File: src/rtl/shift_add_mult.sv
// Sequential shift-and-add unsigned multiplier, one WIDTH-iteration operation in flight.
// Define ZERO_BYPASS_EN to send zero-operand requests straight to DONE with a zero product.
module shift_add_mult #(
  parameter int WIDTH = 8
) (
  input  logic               clk,
  input  logic               rst_n,
  input  logic               in_valid,
  output logic               in_ready,
  input  logic [WIDTH-1:0]   a,
  input  logic [WIDTH-1:0]   b,
  output logic               out_valid,
  input  logic               out_ready,
  output logic [2*WIDTH-1:0] product,
  output logic               busy
);

  localparam int CW = $clog2(WIDTH + 1);

  typedef enum logic [1:0] {
    IDLE = 2'd0,
    CALC = 2'd1,
    DONE = 2'd2
  } state_t;

  state_t           state;
  logic [WIDTH-1:0] acc_a;
  logic [WIDTH-1:0] acc_q;
  logic [WIDTH-1:0] mcand;
  logic [CW-1:0]    count;
  logic [WIDTH:0]   sum;

  // Conditional add keeps the carry-out as the top bit, so the shift below never loses it.
  always_comb begin
    sum = {1'b0, acc_a};
    if (acc_q[0]) begin
      sum = {1'b0, acc_a} + {1'b0, mcand};
    end
  end

  always_ff @(posedge clk or negedge rst_n) begin
    if (!rst_n) begin
      state <= IDLE;
      acc_a <= '0;
      acc_q <= '0;
      mcand <= '0;
      count <= '0;
    end else begin
      case (state)
        IDLE: begin
          if (in_valid) begin
            mcand <= a;
            acc_q <= b;
            acc_a <= '0;
            count <= '0;
`ifdef ZERO_BYPASS_EN
            if (a == '0 || b == '0) begin
              acc_q <= '0;
              state <= DONE;
            end else begin
              state <= CALC;
            end
`else
            state <= CALC;
`endif
          end
        end
        CALC: begin
          acc_a <= sum[WIDTH:1];
          acc_q <= {sum[0], acc_q[WIDTH-1:1]};
          count <= count + CW'(1);
          if (count == CW'(WIDTH - 1)) begin
            state <= DONE;
          end
        end
        DONE: begin
          if (out_ready) begin
            state <= IDLE;
          end
        end
        default: state <= IDLE;
      endcase
    end
  end

  assign in_ready  = (state == IDLE);
  assign out_valid = (state == DONE);
  assign busy      = (state == CALC);
  assign product   = {acc_a, acc_q};

endmodule

File: config.mk
export PLATFORM = sky130hd
export DESIGN_NAME = shift_add_mult
export DESIGN_NICKNAME = d
export VERILOG_FILES = /design/src/rtl/shift_add_mult.sv
export SDC_FILE = /design/constraint.sdc
export NUM_CORES = 1
export LEC_CHECK = 0
export CORE_MARGIN = 1.5
export CORE_UTILIZATION = 44
export CTS_BUF_LIST = sky130_fd_sc_hd__clkbuf_4 sky130_fd_sc_hd__clkbuf_8 sky130_fd_sc_hd__clkbuf_16
export DETAILED_ROUTE_END_ITERATION = 6
export HOLD_SLACK_MARGIN = 0.12
export PLACE_DENSITY = 0.75
export SLEW_MARGIN = 0
export SYNTH_ARGS = -nofsm -noshare
export SYNTH_HDL_FRONTEND = slang
export SYNTH_SLANG_ARGS = --single-unit
File: constraint.sdc
create_clock -name clk -period 1.75 [get_ports clk]
set_input_delay 0.2625 -clock clk [delete_from_list [all_inputs] [get_ports clk]]
set_output_delay 0.2625 -clock clk [all_outputs]
set_load 0.005 [all_outputs]
m3.png
(6 px per µm) Cells faint in the background.
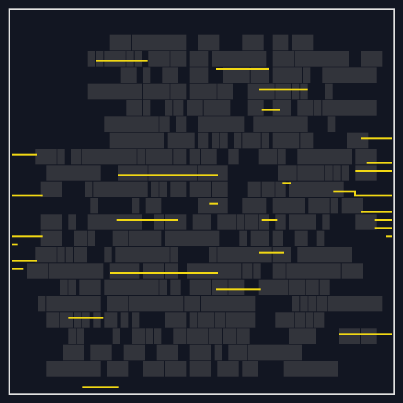
longest straight run: 17.7 µm
share of all routed wire: 4.1%
wire length on this layer: 162 µm
nets with wire on the layer: 23

sizing.png
(4 px per µm)
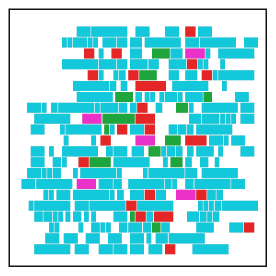
| size | colour | cells | most used |
|---|---|---|---|
| x2 | green | 13 | inv_2 |
| x6 and larger | magenta | 5 | clkbuf_8 |
| x3 and x4 | red | 22 | buf_4 |
| x1 and smaller | cyan | 188 | nand2_1 |

==> results.sh <==
# source this file to load flow results
export IMPL_outcome="finished with violations"
export IMPL_violations="negative setup slack"
export IMPL_drt_iter0_drc=81
export IMPL_regArea_um2=750.7
export IMPL_ys_chip_area_mm2=0.001632
export IMPL_aoi_share=0.1940
export IMPL_fin_setup_tns_ps=-35.98
export IMPL_grt_pass1_wl_mm=6.658
export IMPL_grt_busiest_layer="met2"
export IMPL_grt_util_met2=0.3685
export IMPL_ys_top_logic_family="AND-OR/OR-AND gates"
export IMPL_ctsResizeCount=2
export IMPL_maxCapViolations=0
export IMPL_startpoint="mcand[0]"
export IMPL_met2RoutedLength_mm=1.980
export IMPL_cts_sinks=30
export IMPL_p_total_w=0.004294
export IMPL_warnings=29
export IMPL_path_max_fanout=2
export IMPL_logic_area_um2=842.1
export IMPL_fin_crit_sh=1.021
export IMPL_skew_ps=6.300
export IMPL_setup_violations=1
export IMPL_place_gp_congestion=0.8600
export IMPL_highest_layer="met4"
export IMPL_clk_path_buf_depth=2
export IMPL_ys_ff=30
export IMPL_die_x_um=63.90
export IMPL_synthArstFlopShare=1.000
export IMPL_share_comb_of_total_power=0.571
export IMPL_timing_rr_end="acc_a[5]"
export IMPL_ir_worst_vdd_v=0.0008961
export IMPL_hold_ws_ps=365.6
export IMPL_relSlewSlack=0.6802
export IMPL_coreArea_mm2=0.003442
export IMPL_cts_tree="yes"
export IMPL_grt_ovfl_total=0
export IMPL_yosysTopAreaCell="dfrtp_1"
export IMPL_die_y_um=63.90
export IMPL_synthCells=176
export IMPL_fin_ws_ps=-35.98
export IMPL_grt_pass1_vias=1471
export IMPL_h_tree_depth=2
export IMPL_fin_util=0.6558
export IMPL_drive_gt1_frac=0.1754
export IMPL_ys_cells=176
export IMPL_power_frac_clock=0.126
export IMPL_ys_sh_mux=0.02607
export IMPL_place_area_mm2=0.002123
export IMPL_postLayoutCellArea_mm2=0.002257
export IMPL_worstPathRequired_ps=1970
export IMPL_synthesis_area_mm2=0.001632
export IMPL_wl_mm=3.947
export IMPL_seqPwrFrac=0.303
export IMPL_ys_top_cells_by_area="dfrtp_1 (46%), nand2_1 (10%), ha_1 (6.9%)"
export IMPL_reg2reg_depth=8
export IMPL_syn_to_final_growth_pct=38.34
export IMPL_use_met3=0.06338
export IMPL_via_count=1465
export IMPL_dieArea_mm2=0.004083
export IMPL_pg_seq_w=0.00130
export IMPL_powerClk_w=0.000542
export IMPL_p_switching_w=0.001677
export IMPL_cp_endpoint="acc_a[5]"
export IMPL_yosysWarningCount=0
export IMPL_endpoint_kind="flop"
export IMPL_fp_util=0.4740
export IMPL_clock_latency_ps=280
export IMPL_diodes=0
export IMPL_fin_nets=258
export IMPL_static_leakage_power_nw=1.031
export IMPL_dr_pass1_iters=4
export IMPL_hold_viol_final=0
export IMPL_hold_class="input pin to asynchronous set/reset pin"
export IMPL_slowest_delay_ps=360
export IMPL_grt_max_degree=31
export IMPL_syn_num_nets=206
export IMPL_wl_met3_um=161
export IMPL_path_depth=8
export IMPL_internal_power_w=0.002618
export IMPL_common_cells="nand2_1 (44), dfrtp_1 (30), nor2_1 (13), a31oi_1 (9), ha_1 (9)"
export IMPL_boundaryPins=39
export IMPL_antenna_found_initial=0
export IMPL_std_cell_rows=21
export IMPL_ys_sh_xor=0.01074
export IMPL_place_inst=265
export IMPL_clock_fmax_mhz=559.9
export IMPL_tightest_slew_ps=479.7
export IMPL_critPathArrivalTime_ps=2010
export IMPL_drcViolationCount=0
export IMPL_grtUsageMet1=0.2406
export IMPL_filler_cell_count=285
export IMPL_power_leader="combinational cells"
export IMPL_cellPowerDensity_mw_per_mm2=1902
==> cells in the final DEF (no fill, tap or decap), types with 2 or more instances in the layout <==
cell type	instances
a21oi_1	6
a22o_1	3
a31oi_1	9
a32oi_1	5
buf_4	16
clkbuf_4	2
clkbuf_8	5
clkdlybuf4s50_1	38
dfrtp_1	30
ha_1	8
inv_1	4
inv_2	2
mux2i_1	2
nand2_1	43
nand3_1	3
nor2_1	12
nor2b_1	2
o21ai_0	6
o21ai_1	3
o31ai_1	2
or3_1	2
==> area by class of cell <==
class,instances,area share
sequential,30,0.3326
multi-input combinational,131,0.3731
inverter,6,0.009978
timing repair buffer,54,0.2217
tap,46,0.02550
clock buffer,7,0.03714
